Fig. 1: run 1, M1 wires
Supply wires on this layer in gray.
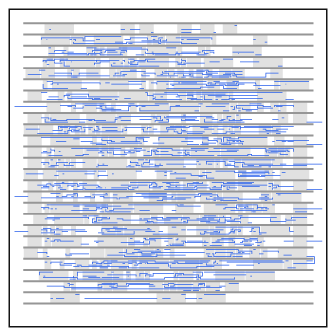
Fig. 2: run 1, routed clock nets over the placement
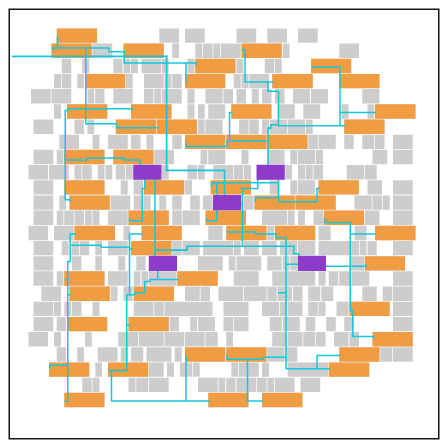
Fig. 3: run 1, cells by drive strength
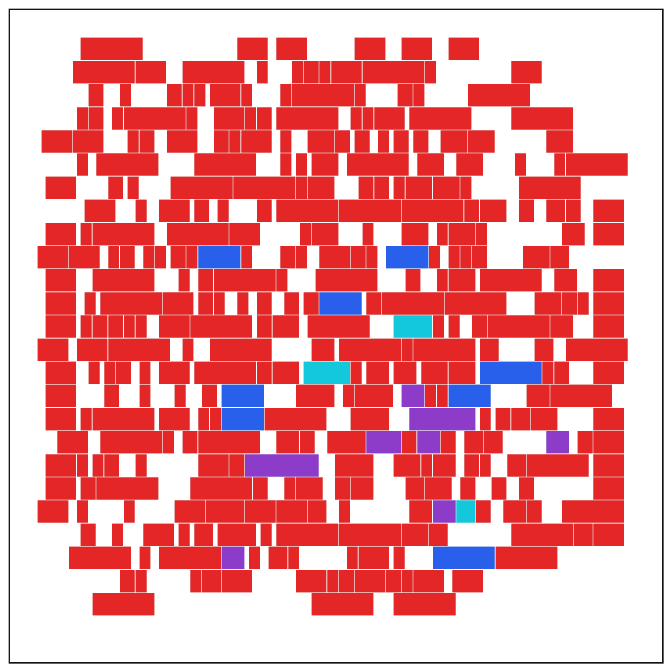
$ cat src/rtl/telemetry_frame_tx_if.sv
// telemetry_frame_tx_if: valid/ready byte stream from the frame serializer to the UART transmitter
interface telemetry_frame_tx_if;
  logic [7:0] tx_data;
  logic       tx_valid;
  logic       tx_ready;
  modport master (output tx_data, tx_valid, input tx_ready);
  modport slave (input tx_data, tx_valid, output tx_ready);
endinterface

$ cat src/rtl/telemetry_frame_tx.sv
// telemetry_frame_tx: snapshots NUM_CH channel words and streams them as a header/data/checksum byte frame
module telemetry_frame_tx #(
  parameter int         NUM_CH      = 4,
  parameter int         CH_WIDTH    = 8,
  parameter logic [7:0] HEADER      = 8'hA5,
  parameter bit         CHECKSUM_EN = 1'b1
) (
  input  logic                       clk,
  input  logic                       rst,
  input  logic                       trigger_i,
  input  logic                       auto_mode_i,
  input  logic [NUM_CH*CH_WIDTH-1:0] ch_data_i,
  telemetry_frame_tx_if.master       tx,
  output logic                       busy_o,
  output logic                       frame_done_o,
  output logic                       overrun_o
);
  localparam int BPC = CH_WIDTH / 8;
  localparam int B   = NUM_CH * BPC;
  localparam int IW  = $clog2(B + 2);
  typedef enum logic [1:0] {S_IDLE, S_HDR, S_DATA, S_CSUM} state_t;
  state_t                     state_q;
  logic [NUM_CH*CH_WIDTH-1:0] snap_q;
  logic [B*8-1:0]             ord;
  logic [IW-1:0]              idx_q;
  logic [7:0]                 csum_q, tx_data_q;
  logic                       tx_valid_q, frame_done_q, overrun_q, xfer, start;
  // ord holds the snapshot in transmit order: channel 0 first, MSB first within a channel
  for (genvar c = 0; c < NUM_CH; c++) begin : g_ch
    for (genvar m = 0; m < BPC; m++) begin : g_byte
      assign ord[(c*BPC+m)*8 +: 8] = snap_q[c*CH_WIDTH + (BPC-1-m)*8 +: 8];
    end
  end
  assign xfer         = tx_valid_q & tx.tx_ready;
  assign start        = trigger_i | (auto_mode_i & frame_done_q);
  assign tx.tx_data   = tx_data_q;
  assign tx.tx_valid  = tx_valid_q;
  assign busy_o       = state_q != S_IDLE;
  assign frame_done_o = frame_done_q;
  assign overrun_o    = overrun_q;
  always_ff @(posedge clk) begin
    if (rst) begin
      state_q      <= S_IDLE;
      snap_q       <= '0;
      idx_q        <= '0;
      csum_q       <= '0;
      tx_data_q    <= '0;
      tx_valid_q   <= 1'b0;
      frame_done_q <= 1'b0;
      overrun_q    <= 1'b0;
    end else begin
      frame_done_q <= 1'b0;
      overrun_q    <= trigger_i & (state_q != S_IDLE);
      case (state_q)
        S_IDLE: if (start) begin
          state_q    <= S_HDR;
          snap_q     <= ch_data_i;
          idx_q      <= '0;
          csum_q     <= '0;
          tx_data_q  <= HEADER;
          tx_valid_q <= 1'b1;
        end
        S_HDR: if (xfer) begin
          state_q   <= S_DATA;
          csum_q    <= csum_q ^ tx_data_q;
          tx_data_q <= ord[7:0];
        end
        S_DATA: if (xfer) begin
          csum_q <= csum_q ^ tx_data_q;
          if (idx_q == IW'(B - 1)) begin
            if (CHECKSUM_EN) begin
              state_q   <= S_CSUM;
              tx_data_q <= csum_q ^ tx_data_q;
            end else begin
              state_q      <= S_IDLE;
              tx_data_q    <= '0;
              tx_valid_q   <= 1'b0;
              frame_done_q <= 1'b1;
            end
          end else begin
            idx_q     <= idx_q + IW'(1);
            tx_data_q <= ord[8*(int'(idx_q)+1) +: 8];
          end
        end
        S_CSUM: if (xfer) begin
          state_q      <= S_IDLE;
          tx_data_q    <= '0;
          tx_valid_q   <= 1'b0;
          frame_done_q <= 1'b1;
        end
        default: state_q <= S_IDLE;
      endcase
    end
  end
endmodule

$ cat src/flat_wrapper.sv
// flat-port wrapper written by rule: the top's interface ports become plain ports
module telemetry_frame_tx_flat 
#(
  parameter int         NUM_CH      = 4,
  parameter int         CH_WIDTH    = 8,
  parameter logic [7:0] HEADER      = 8'hA5,
  parameter bit         CHECKSUM_EN = 1'b1
)
  (clk, rst, trigger_i, auto_mode_i, ch_data_i, busy_o, frame_done_o, overrun_o, tx_tx_data, tx_tx_valid, tx_tx_ready);
  telemetry_frame_tx_if tx_i ();
  input  logic clk;
  input  logic rst;
  input  logic trigger_i;
  input  logic auto_mode_i;
  input  logic [NUM_CH*CH_WIDTH-1:0] ch_data_i;
  output logic busy_o;
  output logic frame_done_o;
  output logic overrun_o;
  output wire logic [$bits(tx_i.tx_data)-1:0] tx_tx_data;
  output wire logic [$bits(tx_i.tx_valid)-1:0] tx_tx_valid;
  input wire logic [$bits(tx_i.tx_ready)-1:0] tx_tx_ready;
  assign tx_tx_data = tx_i.tx_data;
  assign tx_tx_valid = tx_i.tx_valid;
  assign tx_i.tx_ready = tx_tx_ready;
  telemetry_frame_tx #(.NUM_CH(NUM_CH), .CH_WIDTH(CH_WIDTH), .HEADER(HEADER), .CHECKSUM_EN(CHECKSUM_EN)) u_core (.clk(clk), .rst(rst), .trigger_i(trigger_i), .auto_mode_i(auto_mode_i), .ch_data_i(ch_data_i), .tx(tx_i), .busy_o(busy_o), .frame_done_o(frame_done_o), .overrun_o(overrun_o));
endmodule
$ cat config.mk
export PLATFORM = sky130hd
export DESIGN_NAME = telemetry_frame_tx_flat
export DESIGN_NICKNAME = d
export VERILOG_FILES = /design/src/rtl/telemetry_frame_tx_if.sv /design/src/rtl/telemetry_frame_tx.sv /design/src/flat_wrapper.sv
export SDC_FILE = /design/constraint.sdc
export NUM_CORES = 1
export LEC_CHECK = 0
export CORE_MARGIN = 3
export CORE_UTILIZATION = 52
export DETAILED_ROUTE_END_ITERATION = 8
export HOLD_SLACK_MARGIN = 0.12
export PLACE_DENSITY = 0.78
export SKIP_CTS_REPAIR_TIMING = 1
export SLEW_MARGIN = 20
export SYNTH_ARGS = -nofsm -noshare
export SYNTH_HDL_FRONTEND = slang
export SYNTH_SLANG_ARGS = --single-unit
$ cat constraint.sdc
create_clock -name clk -period 2.5 [get_ports clk]
set_input_delay 0.625 -clock clk [delete_from_list [all_inputs] [get_ports clk]]
set_output_delay 0.625 -clock clk [all_outputs]
set_load 0.02 [all_outputs]
==> reports/qor.csv, run 1 <==
stage,metric,value,unit
power,P_leak,1.13,nW
clock_tree,root buf cell,clkbuf_8,
synthesis,Async SR Flop Fraction,0,%
worst_setup_path,worst-path maximum fanout,4,
power,total power draw,3.00,mW
cells_and_area,most common logic cell in the routed design,nand2_1,
grt,number of global-route vias before repair,2115,
run_status,status,finished clean,
die,fp_density,54.2,%
final_timing,Final Skew,0.00547,ns
min_path,min-delay worst type,reg -> reg,
final_timing,Final Hold Viols,0,
synthesis,commonest register cell after synthesis,dfxtp_1,
synthesis,"EDFF count, synth",0,
die,IO Pins,49,
final_timing,Final setup viols,0,
final_timing,slew margin rel.,65.5,%
cells_and_area,final std cells w/o fill,423,
cells_and_area,n_diodes,0,
power,combinational share of power,44.7,%
min_path,Min-Delay Startpoint,u_core.ord[15],
clock_tree,CTS tree,built,
synthesis,Syn Nets,357,
grt,GRT Util Overall,20.2,%
clock_tree,Max Root-Sink Buffers,2,
route,routed wire length,5940,um
grt,largest net degree at the start of global routing,46,
grt,initial antenna violation count,0,
final_timing,minimum clock period,2.38,ns
worst_setup_path,critical path class,reg -> out,
cells_and_area,Top Layout Cells,"nand2_1 (79), dfxtp_1 (56), a21oi_1 (52), clkdlybuf4s50_1 (48), mux2i_1 (11)",
job,maxcap violations,0,
worst_setup_path,FF-to-FF Start,u_core.state_q[0],
synthesis,Synth Area per Inst,8.29,um^2
die,die area,5880,um^2
synthesis,Gate Count Post-Synth,313,
clock_tree,clock sinks,56,
route,Routed Antenna Nets,0,
cells_and_area,share of cells above drive strength 1,5.34,%
route,DRT iter0 DRCs,112,
route,WL/cell,14.0,um
power,part of the power in the clock network,17.1,%
route,routed vias/inst,5.42,
power,Switch Pwr,1.17,mW
route,DR pass1 iterations,4,
job,OpenROAD warning count,30,
placement,gpl congestion,0.822,
die,Rows,25,
synthesis,chip area line of the yosys report,2600,um^2
cells_and_area,register area,1120,um^2
final_timing,Final Max Slew Viols,0,
route,Post-route DRC,0,
synthesis,Syn. warnings,0,
worst_setup_path,cells on worst reg2reg path,6,
worst_setup_path,endpoint class of the critical path,primary output,
grt,Congestion Overflow GR,0,
placement,area post-placement,3150,um^2
synthesis,synth unique cells,36,
synthesis,cell count listed in synth_stat.txt,313,
final_timing,setup_tns,0,ns
clock_tree,H-tree levels,2,
power,Sw Share,39.1,%
worst_setup_path,arrival time worst endpoint,1.76,ns
final_timing,Worst Slack Setup Final,0.116,ns
worst_setup_path,Crit. Startpoint,u_core.state_q[0],
final_timing,RSZ-0062 raised after global routing,false,
placement,DPL Wire Length,4190,um
synthesis,mapped cell area,2600,um^2
cells_and_area,post-synthesis to final-layout area growth,25.0,%
clock_tree,Num CTS Buffers,5,
worst_setup_path,Critical Path RT,1.88,ns
placement,worst slack at placement,0.213,ns
synthesis,register share after synthesis,43.2,%
cells_and_area,final net count,399,
route,via count,2292,
power,Max VDD drop,0.498,mV
clock_tree,Worst-Skew Late Latency,0.30,ns
die,CORE AREA,4790,um^2
worst_setup_path,CP startpoint kind,register,
min_path,Worst Hold Path Cells,2,
placement,input/output buffers,48,
die,Die Wd,76.7,um
placement,placed cell count,415,
clock_tree,"CTS clk-pin slew, worst paths",0.09,ns
grt,first-pass GRT wire length,9890,um
cells_and_area,Comb area,1360,um^2
power,power density cells,925,nW/um^2
cells_and_area,filler instances,405,
cells_and_area,"Design Area, Final",3240,um^2
power,Internal,1.83,mW
synthesis,ys flops,56,
final_timing,Max Freq,420,MHz
die,Die H,76.7,um
final_timing,final worst-path cycle share,95.3,%
power,sequential share of power,38.2,%
final_timing,Worst Tran Pin Value,0.516,ns
Notes on Fig. 1 above:
wire length on this layer: 2,880 um
share of all routed wire: 48%
main direction: horizontal
longest straight run: 31.3 um
nets with wire on the layer: 355

Notes on Fig. 2 above:
[flip-flops] orange | count: 56
[clock wires] cyan | length: 636 um
[clock-net drivers] purple | count: 5
routed clock nets: 6

Notes on Fig. 3 above:
[x2] cyan | cells: 3
[x6 and larger] blue | cells: 8 | most used: clkbuf_8
[x3 and x4] purple | cells: 8 | most used: buf_4
[x1 and smaller] red | cells: 337 | most used: nand2_1

## run 1: logic make-up after synthesis
logic type	after synthesis	share of synthesized area (%)
DFF	56	43.2
buffers and inverters	28	4.48
AOI/OAI and AO/OA	92	22.7
adders and majority gates	7	3.37
and+or+nand+nor	111	19.3
muxes	11	4.24
xor gates and xnor gates	8	2.70
## run 1: cell usage after synthesis, types with 7 or more instances
| library cell | number | area share [%] |
|---|---|---|
| a21oi_1 | 52 | 10 |
| xnor2_1 | 8 | 2.7 |
| a211oi_1 | 7 | 2.0 |
| nor2_1 | 9 | 1.3 |
| o221ai_1 | 7 | 2.4 |
| nand2_1 | 79 | 11 |
| o21ai_0 | 8 | 1.5 |
| clkbuf_1 | 11 | 1.6 |
| dfxtp_1 | 56 | 43 |
| mux2i_1 | 11 | 4.2 |
| ha_1 | 7 | 3.4 |
| inv_1 | 9 | 1.3 |
## run 1: metal layers
metal	track usage, %	wire [um]	part of all wire (%)	up-vias
met4	3.08	33	0.56	0
met2	32.8	2760	46	61
met1	27.7	2880	48	1057
met5	0	0	0	-
li1	-	-	-	1170
met3	4.81	267	4.5	4
## run 1: final timing paths
check                          to  slack, ns
max                        busy_o       0.12
min                u_core.ord[15]       0.46
max reg2reg  u_core.tx.tx_data[7]       0.46
min reg2reg        u_core.ord[15]       0.46
## run 1: area by class of cell
cell class              instances  area share (%)
flip-flops and latches         56            34.6
repair buffers                 54            17.0
clock buffers                   7            2.66
clock inverters                 1           0.231
well taps                      67            2.58
multi-input cells             229            42.0
inverters                       9            1.04
## run 1: sequential cells by signal, summed over array words and instances, names as in the netlist
signal / flops
u_core.state_q: 2
u_core.ord: 32
u_core.tx.tx_data: 8
u_core.frame_done_o: 1
u_core.overrun_o: 1
u_core.csum_q: 8
u_core.idx_q: 3
u_core.tx.tx_valid: 1
## run 1: critical path, cell delays in order, from the launching register on
cell and delay (ns):
dfxtp_1 0.39, inv_1 0.10, ha_1 0.21, inv_1 0.13, clkdlybuf4s50_1 0.62
## run 1: metrics by stage
stage	util (%)	hold slack [ns]
6_report	67.8	0.459
5_1_grt	67.8	0.477
4_1_cts	67.8	0.461
3_5_place_dp	65.8	0.447
3_3_place_gp	65.8	0.442
2_1_floorplan	-	0.436
## run 1: power groups by stage
stage               clock network, mW  registers (mW)  logic (mW)
global route                    0.562            1.16        1.48
global placement                    0            1.16        1.31
detailed placement                  0            1.16        1.34
CTS                             0.523            1.14        1.34
floorplan                           0            1.18       0.910
finish                          0.513            1.15        1.34
==> inputs of run 2 (changes only) <==
--- a/config.mk
+++ b/config.mk
@@ -6,10 +6,10 @@
 export NUM_CORES = 1
 export LEC_CHECK = 0
 export CORE_MARGIN = 3
-export CORE_UTILIZATION = 52
+export CORE_UTILIZATION = 56
 export DETAILED_ROUTE_END_ITERATION = 8
 export HOLD_SLACK_MARGIN = 0.12
-export PLACE_DENSITY = 0.78
+export PLACE_DENSITY = 0.83
 export SKIP_CTS_REPAIR_TIMING = 1
 export SLEW_MARGIN = 20
 export SYNTH_ARGS = -nofsm -noshare
==> constraint.sdc (replaced) <==
create_clock -name clk -period 2.9 [get_ports clk]
set_input_delay 0.435 -clock clk [delete_from_list [all_inputs] [get_ports clk]]
set_output_delay 0.435 -clock clk [all_outputs]
set_load 0.02 [all_outputs]
Fig. 4: run 2, routed clock nets over the placement
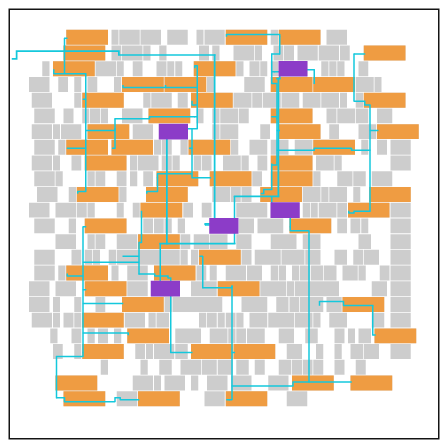
[flip-flops] orange | count: 56
[clock wires] cyan | length: 597 um
[clock-net drivers] purple | count: 5
routed clock nets: 6
flops lie: spread over the die

Fig. 5: run 2, clock nets
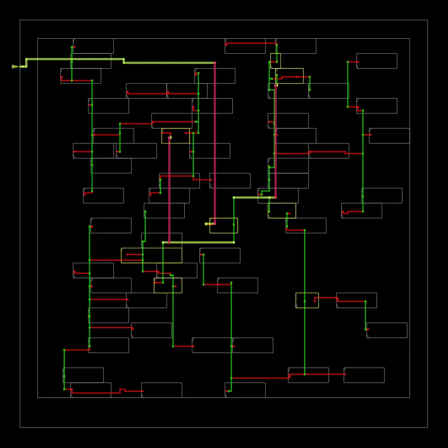
Num CTS Buffers: 5
FF+latch count: 56
Final Skew: 0.00250 ns
clock sinks: 56
Worst-Skew Late Latency: 0.31 ns

==> reports/qor.csv, run 2 <==
stage,metric,value,unit
power,power density cells,824,nW/um^2
min_path,Worst Hold Path Cells,2,
grt,met2 usage,34.5,%
worst_setup_path,slowest cell delay on critical path,0.62,ns
cells_and_area,post-synthesis to final-layout area growth,23.5,%
route,Post-route DRC,0,
worst_setup_path,Critical Path RT,2.47,ns
route,DR pass1 iterations,4,
die,IO Pins,49,
die,Rows,24,
final_timing,Worst Tran Pin Value,0.600,ns
power,Max VDD drop,0.382,mV
worst_setup_path,FF-to-FF Start,u_core.idx_q[1],
power,P_leak,1.12,nW
synthesis,"EDFF count, synth",0,
cells_and_area,most common logic cell in the routed design,nand2_1,
grt,GRT Util Overall,22.2,%
cells_and_area,max reg flops,32,
final_timing,slew margin rel.,59.9,%
synthesis,commonest register cell after synthesis,dfxtp_1,
worst_setup_path,critical path class,reg -> out,
synthesis,top cells by count,"nand2_1 (79), dfxtp_1 (56), a21oi_1 (52)",
cells_and_area,"Design Area, Final",3210,um^2
grt,first-pass GRT wire length,9490,um
grt,met3 usage,3.65,%
synthesis,register share after synthesis,43.2,%
route,Routed Antenna Nets,0,
synthesis,Yosys top cell by instances,nand2_1,
grt,initial antenna violation count,0,
run_status,status,finished clean,
final_timing,Final Hold Viols,0,
synthesis,share of the synthesized area in the top cell type,43.2,%
die,fp_density,58.8,%
min_path,Hold Path End,u_core.ord[6],
final_timing,Final setup viols,0,
synthesis,cell count listed in synth_stat.txt,313,
grt,largest net degree at the start of global routing,38,
grt,M1 GR Usage,30.6,%
route,DRT iter0 DRCs,136,
worst_setup_path,CP Cell Sequence,inv_1 -> ha_1 -> inv_1 -> clkdlybuf4s50_1,
synthesis,Async SR Flop Fraction,0,%
synthesis,mapped cell area,2600,um^2
die,Die Wd,74.1,um
synthesis,cell type with the largest total area,dfxtp_1,
grt,GR peak layer,met2,
placement,gpl congestion,0.824,
worst_setup_path,cells on worst reg2reg path,6,
die,Die H,74.1,um
min_path,Min-Delay Startpoint,u_core.ord[6],
final_timing,setup_tns,0,ns
clock_tree,root buf cell,clkbuf_8,
placement,area post-placement,3090,um^2
final_timing,Final Max Slew Viols,0,
placement,DPL Wire Length,4240,um
cells_and_area,share of cells above drive strength 1,5.08,%
route,via count,2276,
die,CORE AREA,4410,um^2
clock_tree,CTS tree,built,
synthesis,synth unique cells,36,
synthesis,chip area line of the yosys report,2600,um^2
worst_setup_path,Slowest cell on crit path,clkdlybuf4s50_1,
route,routed vias/inst,5.61,
worst_setup_path,endpoint class of the critical path,primary output,
cells_and_area,final net count,397,
min_path,min-delay worst type,reg -> reg,
cells_and_area,Top Layout Cells,"nand2_1 (79), dfxtp_1 (56), a21oi_1 (52), clkdlybuf4s50_1 (48), mux2i_1 (11)",
grt,number of global-route vias before repair,2082,
synthesis,Syn Nets,357,
job,OpenROAD warning count,30,
clock_tree,Max Root-Sink Buffers,2,
clock_tree,"CTS clk-pin slew, worst paths",0.10,ns
route,WL/cell,14.5,um
synthesis,Syn. warnings,0,
worst_setup_path,worst r2r dst,u_core.tx.tx_data[5],
synthesis,Gate Count Post-Synth,313,
worst_setup_path,most frequent CP cell,inv_1,
cells_and_area,n_diodes,0,
die,die area,5490,um^2
job,maxcap violations,0,
route,routed wire length,5890,um
synthesis,ys flops,56,
final_timing,minimum clock period,2.44,ns
synthesis,Synth Area per Inst,8.29,um^2
final_timing,RSZ-0062 raised after global routing,false,
final_timing,final worst-path cycle share,84.0,%
worst_setup_path,worst-path maximum fanout,13,
worst_setup_path,CP startpoint kind,register,
placement,input/output buffers,48,
grt,Congestion Overflow GR,0,
worst_setup_path,R2R Setup Slk,0.62,ns
synthesis,Top area cell types,"dfxtp_1 (43%), nand2_1 (11%), a21oi_1 (10%)",
clock_tree,H-tree levels,2,
worst_setup_path,arrival time worst endpoint,2.00,ns
final_timing,Max Freq,410,MHz
==> run 2: routing by layer <==
layer	vias to the layer above	part of all wire, %
met5	-	0
met4	0	1.5
met3	8	5.1
met2	65	46
met1	1041	47
li1	1162	-
==> run 2: through the flow <==
| stage | setup slack (ns) | hold WS [ns] | util [%] | cells | total power [mW] |
|---|---|---|---|---|---|
| detailed placement | 0.655 | 0.448 | 70.0 | 398 | 2.13 |
| finish | 0.463 | 0.461 | 72.6 | 406 | 2.64 |
| global route | 0.345 | 0.472 | 72.6 | 406 | 2.82 |
| CTS | 0.458 | 0.462 | 72.6 | 406 | 2.65 |
| floorplan | 1.06 | 0.436 | - | 313 | 1.80 |
| global placement | 0.720 | 0.442 | 70.0 | 398 | 2.10 |
==> run 2: area by class of cell <==
cell class	instances	area (um^2)
clock buffers	5	68.8
inverters	9	33.8
multi-input cells	229	1360
flip-flops and latches	56	1120
well taps	52	65.1
repair buffers	52	510
fillers	374	1210
clock inverters	3	46.3
==> run 2: where the power goes <==
group	internal (mW)	switching [mW]	total [mW]
clock	0.262	0.261	0.523
sequential	0.894	0.0961	0.990
combinational	0.463	0.665	1.13
total	1.62	1.02	2.64
==> run 2: how the worst max path moves through the flow <==
stage | slack [ns] | end | cells after the start | startpoint
after floorplan | 1.06 | u_core.tx.tx_data[5] | 7 | u_core.state_q[0]
after global placement | 0.72 | u_core.tx.tx_data[5] | 6 | u_core.idx_q[1]
after detailed placement | 0.66 | u_core.tx.tx_data[5] | 6 | u_core.idx_q[1]
after CTS | 0.46 | busy_o | 4 | u_core.state_q[0]
after global routing | 0.35 | busy_o | 4 | u_core.state_q[0]
final | 0.46 | busy_o | 4 | u_core.state_q[0]
==> run 2: logic make-up after synthesis <==
kind of cell               synth area share [%]
DFF                                        43.2
AOI/OAI and AO/OA                          22.7
muxes                                      4.24
buffers and inverters                      4.48
xor gates and xnor gates                   2.70
and+or+nand+nor                            19.3
adders and majority gates                  3.37
==> run 2: critical path: cells and delay by family (launching register included) <==
kind / cells / cell delay, ns
adder cells (fa/ha/maj): 1 / 0.37
buffers and inverters: 3 / 0.90
flip-flops: 1 / 0.42
Power figures rest on the tool's default switching activity, not on a simulated workload.
